$ cat config.mk
export PLATFORM = sky130hd
export DESIGN_NAME = nn_frame_loader
export DESIGN_NICKNAME = d
export VERILOG_FILES = /design/src/rtl/nn_frame_loader.sv
export SDC_FILE = /design/constraint.sdc
export NUM_CORES = 1
export LEC_CHECK = 0
export CAP_MARGIN = 10
export CORE_UTILIZATION = 53
export DETAILED_ROUTE_END_ITERATION = 10
export GPL_TIMING_DRIVEN = 0
export PLACE_DENSITY = 0.87
export SETUP_SLACK_MARGIN = 0.15
export SLEW_MARGIN = 10
export SYNTH_ARGS = -nofsm -noshare
export SYNTH_HDL_FRONTEND = slang
export SYNTH_SLANG_ARGS = --single-unit
$ cat constraint.sdc
create_clock -name clk -period 4.9 [get_ports clk]
set_clock_uncertainty 0.2 [all_clocks]
set_input_delay 0.735 -clock clk [delete_from_list [all_inputs] [get_ports clk]]
set_output_delay 0.735 -clock clk [all_outputs]
set_load 0.1 [all_outputs]
$ cat src/rtl/nn_frame_loader.sv
// Serial-to-parallel frame loader for the neuron datapath: collects N activations,
// N*M*K weights and a bias from a byte stream, then holds them until acknowledged.
module nn_frame_loader #(
    parameter int N  = 4,
    parameter int M  = 4,
    parameter int K  = 3,
    parameter int DW = 8,
    parameter int WW = 8
) (
    input  logic                  clk,
    input  logic                  rst_n,
    input  logic                  s_valid,
    input  logic [DW-1:0]         s_data,
    input  logic                  s_last,
    output logic                  s_ready,
    output logic [DW*N-1:0]       data_out,
    output logic [WW*N*M*K-1:0]   weight_out,
    output logic [DW-1:0]         bias_out,
    output logic                  frame_valid,
    input  logic                  frame_ack,
    output logic                  frame_err,
    output logic [7:0]            err_count
);
    localparam int NW  = N * M * K;
    localparam int XW  = (N > 1)  ? $clog2(N)  : 1;
    localparam int WIX = (NW > 1) ? $clog2(NW) : 1;
    localparam int IW  = (XW > WIX) ? XW : WIX;

    typedef enum logic [1:0] {LOAD_X, LOAD_W, LOAD_B, HOLD} state_t;

    state_t                  r_state, w_state_nxt;
    logic [IW-1:0]           r_idx, w_idx_nxt;
    logic [N-1:0][DW-1:0]    r_data;
    logic [NW-1:0][WW-1:0]   r_weight;
    logic [DW-1:0]           r_bias;
    logic                    r_err;
    logic [7:0]              r_err_cnt;

    logic w_acc, w_wr_x, w_wr_w, w_wr_b, w_err;

    assign s_ready     = (r_state != HOLD);
    assign w_acc       = s_valid & s_ready;
    assign frame_valid = (r_state == HOLD);
    assign data_out    = r_data;
    assign weight_out  = r_weight;
    assign bias_out    = r_bias;
    assign frame_err   = r_err;
    assign err_count   = r_err_cnt;

    always_comb begin
        w_state_nxt = r_state;
        w_idx_nxt   = r_idx;
        w_wr_x      = 1'b0;
        w_wr_w      = 1'b0;
        w_wr_b      = 1'b0;
        w_err       = 1'b0;
        case (r_state)
            LOAD_X: if (w_acc) begin
                if (s_last) begin
                    w_err       = 1'b1;
                    w_idx_nxt   = '0;
                end else begin
                    w_wr_x = 1'b1;
                    if (r_idx == IW'(N - 1)) begin
                        w_state_nxt = LOAD_W;
                        w_idx_nxt   = '0;
                    end else begin
                        w_idx_nxt = r_idx + IW'(1);
                    end
                end
            end
            LOAD_W: if (w_acc) begin
                if (s_last) begin
                    w_err       = 1'b1;
                    w_state_nxt = LOAD_X;
                    w_idx_nxt   = '0;
                end else begin
                    w_wr_w = 1'b1;
                    if (r_idx == IW'(NW - 1)) begin
                        w_state_nxt = LOAD_B;
                        w_idx_nxt   = '0;
                    end else begin
                        w_idx_nxt = r_idx + IW'(1);
                    end
                end
            end
            LOAD_B: if (w_acc) begin
                w_idx_nxt = '0;
                if (s_last) begin
                    w_wr_b      = 1'b1;
                    w_state_nxt = HOLD;
                end else begin
                    w_err       = 1'b1;
                    w_state_nxt = LOAD_X;
                end
            end
            HOLD: if (frame_ack) begin
                w_state_nxt = LOAD_X;
                w_idx_nxt   = '0;
            end
            default: begin
                w_state_nxt = LOAD_X;
                w_idx_nxt   = '0;
            end
        endcase
    end

    always_ff @(posedge clk or negedge rst_n) begin
        if (!rst_n) begin
            r_state   <= LOAD_X;
            r_idx     <= '0;
            r_data    <= '0;
            r_weight  <= '0;
            r_bias    <= '0;
            r_err     <= 1'b0;
            r_err_cnt <= '0;
        end else begin
            r_state <= w_state_nxt;
            r_idx   <= w_idx_nxt;
            r_err   <= w_err;
            if (w_wr_x) r_data[r_idx[XW-1:0]]      <= s_data;
            if (w_wr_w) r_weight[r_idx[WIX-1:0]]   <= s_data[WW-1:0];
            if (w_wr_b) r_bias                      <= s_data;
            // Saturate rather than wrap so a flood of bad frames stays visible.
            if (w_err && r_err_cnt != 8'hFF) r_err_cnt <= r_err_cnt + 8'd1;
        end
    end
endmodule

Fig. 1: selected gate families
(2 px per um)
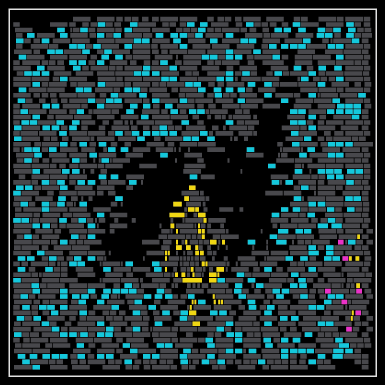
[multiplexers] cyan | cells: 426 | where: spread over the die
[NAND gates] yellow | cells: 53
[XOR/XNOR gates] magenta | cells: 7 | where: bottom right
Top cell excl fill/tap: clkdlybuf4s50_1
non-filler cells, final: 2046
logic share of the area: 25.09%

Fig. 2: metal layers overlaid
(2 px per um) Two of the layers only.
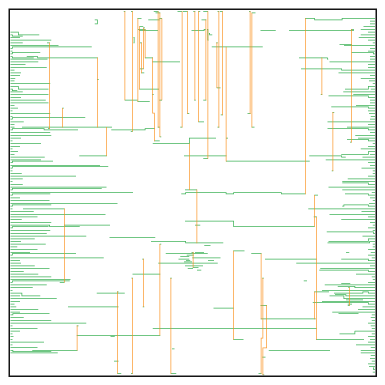
[metal 3] green | wire length: 4170 um
[metal 4] orange | wire length: 1910 um

Fig. 3: routing congestion
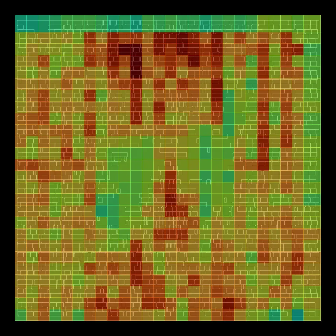
met1 Usage GRT: 36.67%
wire per inst: 24.35 um
grt met2 use: 50.32%
Util after Layout: 74.94%
M3 GR Usage: 8.721%

==> results_slide.txt <==
Run Summary

Synth
  • Yosys top cell by instances: dfrtp_1
  • Post-Syn Area per Cell: 16.01 um2
  • Synthesized cell area: 17310 um2
  • Post-synth ARST share: 100.0%
  • Synth top cells by count: dfrtp_1 (441), mux2_2 (404), clkbuf_1 (34), nand2_1 (20), nor2_2 (20)
  • Top_reg_cell synth: dfrtp_1
  • Syn nets: 1099
  • Synth Instances: 1081
  • Area fraction in mux cells: 27.88%
  • Synth top area cells: dfrtp_1 (64%), mux2_2 (26%), mux2_1 (0.85%), clkbuf_1 (0.74%), nor2_2 (0.72%)
  • FA/HA/MAJ Cells, Area Fraction: 0.3614%
  • Post-synth regs: 441
  • Compound Share, Synth: 0.5638%
  • Post-synthesis cell type count: 55

Pwr
  • Clk pwr: 0.00336 W
  • P_comb: 0.00329 W
  • Max VDD drop: 0.0006879 V
  • Combinational Power Share: 30.6%
  • Seq group: 0.00412 W
  • Sw power: 0.004153 W
  • Design Power: 0.01077 W
  • LEAKAGE: 11.42 nW
  • Top pwr grp: sequential cells

Cells and area
  • Seq Cell Count: 441
  • FF/Latch Area: 11040 um2
  • Filler instances: 1966
  • Nets@finish: 1597
  • Most frequent cells in the layout: clkdlybuf4s50_1 (445), dfrtp_1 (441), mux2_2 (404), clkbuf_16 (45), clkbuf_1 (44)
  • Top cell category: sequential cells

Worst setup path
  • WP data required: 3.96 ns
  • Buf+Inv Stages, Crit Path: 3
  • Crit path depth: 4
  • CP max stage cell: clkdlybuf4s50_1
  • CP Class: reg2out
  • Crit-path max FO: 10
  • Reg2Reg Setup Slack: 2.27 ns
  • CP max stage delay: 1.12 ns
  • Launch point of the worst reg-to-reg path: r_state[1]$_DFFE_PN0P_
  • Crit path capture type: output port
  • Worst setup path start: r_state[0]$_DFFE_PN0P_
  • R2R cell count: 5
  • CP arrival: 2.51 ns
  • Setup crit start kind: flop

GRT
  • GRT Total Usage: 29.93%
  • Most Used Layer, Global Route: met2
  • Vias in the first global route: 12100
  • Initial antenna violation count: 1

Routing
  • Via density: 5.477
  • Met2 Routed Length: 24340 um
  • Met3 WL post-DR: 4167 um
  • DRT Pass-1 Iters: 4

Min path
  • Worst min path class: reg2reg
  • Endpoint, Worst Hold: weight_out[94]$_DFFE_PN0P_

Final timing
  • Final hold slack: 0.2924 ns
  • Final Hold Vio Count: 0
  • Fin crit period: 3.441 ns

Clocking
  • H-tree Lvls: 2
  • Post-CTS resize count: 0
  • CTS Hold Bufs: 1
  • Maximum root-to-sink buffer count: 3

Floorplanning
  • Die ar.: 33380 um2
  • DIE WIDTH: 182.7 um
  • Core area: 31880 um2
  • Initial Util: 54.29%

Outcome
  • Outcome: complete, no violations

Run
  • Reported max-cap violation count: 0

Placed design
  • Post-DP Area: 22430 um2
Power figures rest on the tool's default switching activity, not on a simulated workload.
